### Routed metal, one color a layer, run 1

Two of the layers only.
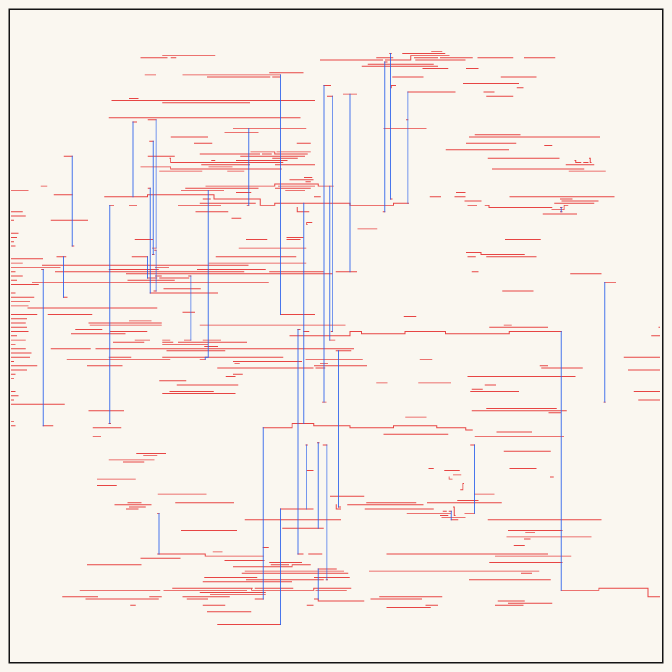
### Signal wires on met3, run 1

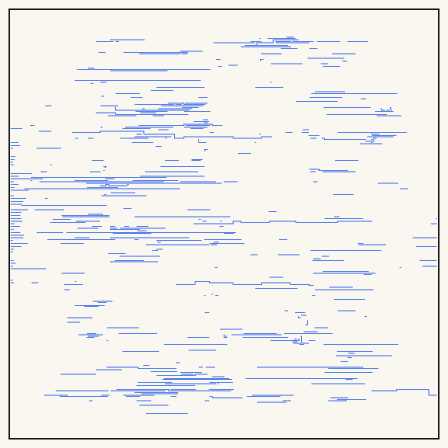
### Congestion heat map, run 1

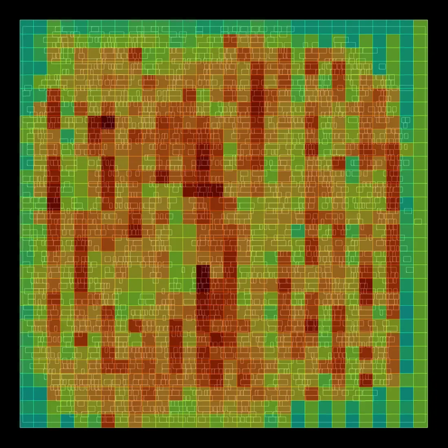
==> config.mk <==
export PLATFORM = sky130hd
export DESIGN_NAME = alu_seq_unit
export DESIGN_NICKNAME = d
export VERILOG_FILES = /design/src/rtl/alu_pkg.sv /design/src/rtl/alu_iter_core.sv /design/src/rtl/alu_seq_unit.sv
export SDC_FILE = /design/constraint.sdc
export NUM_CORES = 1
export LEC_CHECK = 0
export CAP_MARGIN = 20
export CORE_UTILIZATION = 40
export CTS_CLUSTER_DIAMETER = 60
export DETAILED_ROUTE_END_ITERATION = 10
export GPL_TIMING_DRIVEN = 1
export SLEW_MARGIN = 25
export SYNTH_ARGS = -nofsm -noshare
export SYNTH_HDL_FRONTEND = slang
export SYNTH_HIERARCHICAL = 1
export SYNTH_SLANG_ARGS = --single-unit
==> constraint.sdc <==
create_clock -name clk -period 4.3 [get_ports clk]
set_clock_uncertainty 0.15 [all_clocks]
set_input_delay 0.86 -clock clk [delete_from_list [all_inputs] [get_ports clk]]
set_output_delay 0.86 -clock clk [all_outputs]
set_load 0.01 [all_outputs]
==> notes.md, run 1 <==
run results: max-cap check violation count=0, YS warnings=6, dominant logic cell type in the layout=nor2_1, DIE WIDTH=207 um, most used flip-flop cell=dfxtp_1, H-tree Lvls=4, clk cell area share=2.95%, logic share of the area=60.6%, critical path's most frequent cell=inv_1, Max FO, Critical Path=4, inverters=118, clock power share=10.7%, n_taps=532, num rows=74, fp_density=40.9%, status=completed, I/O pins=139, top cells by count=nor2_1 (271), a21oi_1 (188), nand2_1 (185), worst path buffer plus inverter count=2, Hold Path Class=register to register, Logic pwr share=73.4%, multi-input gate count=1,784, post-route setup slack=0.290 ns, type of the worst setup path=register to register, Latency at later pin=0.47 ns, post-CTS sizing=0, peak supply drop=1.04 mV, Placed Instances=2,925, final period utilization=93.2%, RSZ-0062 raised after global routing=false, fin cells=2,957, Top area cell types=dfxtp_1 (21%), ha_1 (9.8%), nor2_1 (6.0%), a21oi_1 (5.6%), mux2_2 (4.2%), PwrDens=768 nW/um2, switching part of the total=52.3%, dominant class by area=logic gates, adder share=10.3%, worst-path cell chain=inv_1, ha_1, inv_1, fa_1, a21o_1, a221oi_4, o221ai_2, or4_4, a41oi_2, o21a_2, xnor2_1, o21ai_1, and2_1, a222oi_1, nor2_1, first drt pass iteration count=9, Area after DPL=19,800 um2, Netlist Area Pre-Place=16,900 um2, vias in the first global route=17.2k, main logic family after synthesis=AND-OR/OR-AND gates, DR DRC count=0, Core ar.=41,200 um2, Post-CTS Setup Bufs=0, switching pwr=0.00818 W, syn_nets=2,426, cell total in the yosys stat output=2,219, post-route setup TNS=0 ns, Pleak=8.43 nW, worst endpoint required time=4.49 ns, worst slew pin tran=0.873 ns, Mapped Avg Cell Area=7.60 um2, Final Hold Viols=0, dpl ws=-0.0897 ns, Worst setup EP type=register, Seq/total area=17.0%, comb. cell area=12,300 um2, Slew Limit Fails=0, CTS root buf=clkbuf_16, Non-clock buffer share=14.0%, total gr overflow=0, Layout area overhead=20.9%, f_max=0.249 GHz, most frequent cells in the layout=nor2_1 (270), a21oi_1 (188), nand2_1 (185), CP arrival=4.20 ns, Worst path max stage delay=0.61 ns, post-detail-place hpwl=52.0 mm, cell taking the most area after synthesis=dfxtp_1, die y size=207 um, fin crit period=4.01 ns
Notes on 'Routed metal, one color a layer' above:
color	layer	wire length
red	metal 3	4,590 um
blue	metal 4	1,440 um
WL/cell: 22.6 um
GR Util All Layers: 30.7%
Vias: 18.0k
DRT Wirelength: 66.9 mm

Notes on 'Signal wires on met3' above:
main direction	horizontal
wire length on this layer	4,590 um
GR Util met3: 4.19%

Notes on 'Congestion heat map' above:
met2 usage: 49.3%
busiest grt layer: met2
final core occ: 49.5%
met1 usage: 42.6%

[run 1: routing by layer]
metal / vias to the layer above / global-route usage (%) / wire [um]
met1: 8679 / 42.6 / 30500
met2: 700 / 49.3 / 30400
met5: - / 0 / 0
met3: 78 / 4.19 / 4590
met4: 0 / 8.85 / 1440
li1: 8547 / - / -
[run 1: power by group through the flow]
stage / clock network, W / logic [W] / registers [W]
final: 0.00167 / 0.0115 / 0.00249
after global routing: 0.00176 / 0.0125 / 0.00253
after CTS: 0.00169 / 0.0114 / 0.00248
after detailed placement: 0 / 0.0113 / 0.00251
after global placement: 0 / 0.0112 / 0.00251
after floorplan: 0 / 0.00764 / 0.00241
==> run 2, diff against run 1 <==
--- a/config.mk
+++ b/config.mk
@@ -10,7 +10,7 @@
 export CTS_CLUSTER_DIAMETER = 60
 export DETAILED_ROUTE_END_ITERATION = 10
 export GPL_TIMING_DRIVEN = 1
-export SLEW_MARGIN = 25
+export SLEW_MARGIN = 30
 export SYNTH_ARGS = -nofsm -noshare
 export SYNTH_HDL_FRONTEND = slang
 export SYNTH_HIERARCHICAL = 1
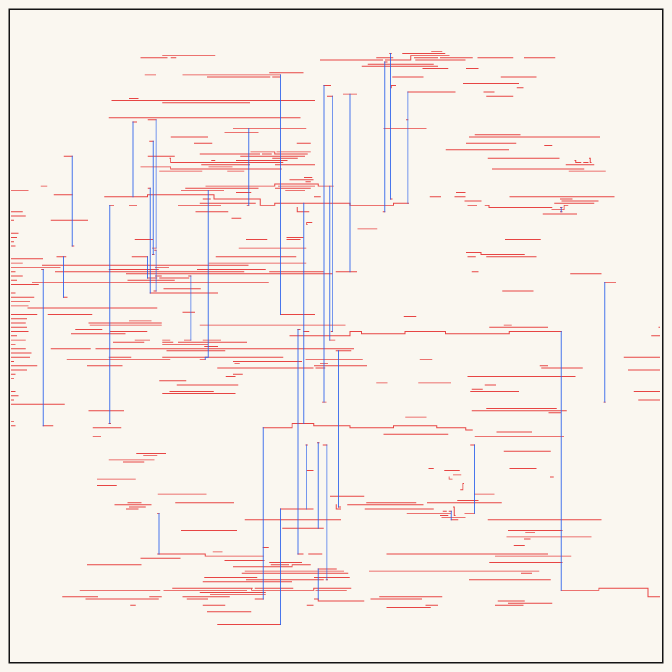
*Routed metal, one color a layer, run 2*
Two of the layers only.
color	layer	wire length
blue	metal 4	1,440 um
red	metal 3	4,590 um

==> run 2 against run 1 <==
Effect of this change: worst setup slack unchanged; critical endpoint unchanged; global-route usage unchanged; register-to-register slack about the same; highest routed layer unchanged.
==> notes.md, run 2 <==
run results: Seq pwr share=15.9% (about the same), main logic family after synthesis=AND-OR/OR-AND gates (unchanged), met2 usage=49.3% (unchanged), comb pwr=0.0115 W (about the same), type of the worst setup path=register to register (unchanged), Async S/R FF share, synth=0% (unchanged), max-cap check violation count=0 (unchanged), Final Hold Viols=0 (unchanged), GR Util met3=4.19% (unchanged), Fin Hold WS=0.306 ns (unchanged), switching part of the total=52.3% (unchanged), peak supply drop=1.04 mV (unchanged), Seq power=0.00249 W (about the same), metal3 WL=4.59 mm (unchanged), Netlist Area Pre-Place=16,900 um2 (unchanged), syn_nets=2,426 (unchanged), cell taking the most area after synthesis=dfxtp_1 (unchanged), worst slew pin tran=0.873 ns (unchanged), switching pwr=0.00818 W (unchanged), post-route setup slack=0.290 ns (unchanged), met1 usage=42.6% (unchanged), Core ar.=41,200 um2 (unchanged), Top area cell types=dfxtp_1 (21%), ha_1 (9.8%), nor2_1 (6.0%), a21oi_1 (5.6%), mux2_2 (4.2%) (unchanged), DRT Wirelength=66.9 mm (unchanged), clock power share=10.7% (about the same), clk slew on worst S/H paths=0.09 ns (about the same), PwrDens=768 nW/um2 (unchanged), simple logic cell fraction of the synthesized area=21.7% (unchanged), most used flip-flop cell=dfxtp_1 (unchanged), top cells by count=nor2_1 (271), a21oi_1 (188), nand2_1 (185) (unchanged), num rows=74 (unchanged), WL/cell=22.6 um (unchanged), cell total in the yosys stat output=2,219 (unchanged), post-CTS sizing=0 (unchanged), Worst setup EP type=register (unchanged), fin crit period=4.01 ns (unchanged), CTS root buf=clkbuf_16 (unchanged), Latency at later pin=0.47 ns (about the same), dpl ws=-0.0897 ns (unchanged), most frequent cells in the layout=nor2_1 (270), a21oi_1 (188), nand2_1 (185) (unchanged), GR Util All Layers=30.7% (unchanged), final core occ=49.5% (unchanged), I/O pins=139 (unchanged), H-tree Lvls=4 (unchanged), cell-internal power=0.00747 W (unchanged), Vias=18.0k (unchanged), largest net degree at the start of global routing=55 (unchanged), Slew Limit Fails=0 (unchanged), die y size=207 um (unchanged), wl on met1=30.5 mm (unchanged), vias in the first global route=17.2k (unchanged), Post-synth EDFFs=0 (unchanged), adder share=10.3% (unchanged), fillers=4,097 (unchanged), dominant logic cell type in the layout=nor2_1 (unchanged), Biggest consumer=combinational cells (unchanged), first drt pass iteration count=9 (unchanged), busiest grt layer=met2 (unchanged), Max FO, Critical Path=4 (unchanged), Post-CTS Setup Bufs=0 (unchanged), f_max=0.249 GHz (unchanged), highest metal used=met4 (unchanged), CP arrival=4.20 ns (about the same), Pleak=8.43 nW (unchanged), worst endpoint required time=4.49 ns (about the same), fp_density=40.9% (unchanged), Clock group=0.00167 W (about the same), WL met2=30.4 mm (unchanged), Area after DPL=19,800 um2 (unchanged), Worst R2R Path Depth=15 (unchanged), fin cells=2,957 (unchanged), YS warnings=6 (unchanged), Mapped Avg Cell Area=7.60 um2 (unchanged), DR DRC count=0 (unchanged), status=completed (unchanged), post-detail-place hpwl=52.0 mm (unchanged), DIE WIDTH=207 um (unchanged), RSZ-0062 raised after global routing=false (unchanged), Layout area overhead=20.9% (unchanged), final period utilization=93.2% (unchanged), Hold Path Class=register to register (unchanged), Reg2Reg Setup Slack=0.29 ns (about the same), Logic pwr share=73.4% (about the same), post-route setup TNS=0 ns (unchanged), register area share after synthesis=20.5% (unchanged), Placed Instances=2,925 (unchanged), total gr overflow=0 (unchanged)
[run 2: cell counts after synthesis]
Identical to the previous run, type by type.
[run 2: worst max-delay path, cell delays in order, from the launching register on]
cell and delay, ns:
dfxtp_1 0.35, inv_1 0.10, ha_1 0.20, inv_1 0.07, fa_1 0.41, a21o_1 0.24, a221oi_4 0.30, o221ai_2 0.17
or4_4 0.61, a41oi_2 0.26, o21a_2 0.21, xnor2_1 0.14, o21ai_1 0.15, and2_1 0.20, a222oi_1 0.24, nor2_1 0.06
[run 2: final cells by class]
type / instances / area, um2 / area share [%]
clock inverter: 14 / 163 / 0.798
clock buffer: 18 / 439 / 2.16
sequential: 173 / 3460 / 17.0
timing repair buffer: 318 / 2860 / 14.0
tap: 532 / 666 / 3.27
multi-input combinational: 1784 / 12300 / 60.6
inverter: 118 / 443 / 2.17
Power figures rest on the tool's default switching activity, not on a simulated workload.
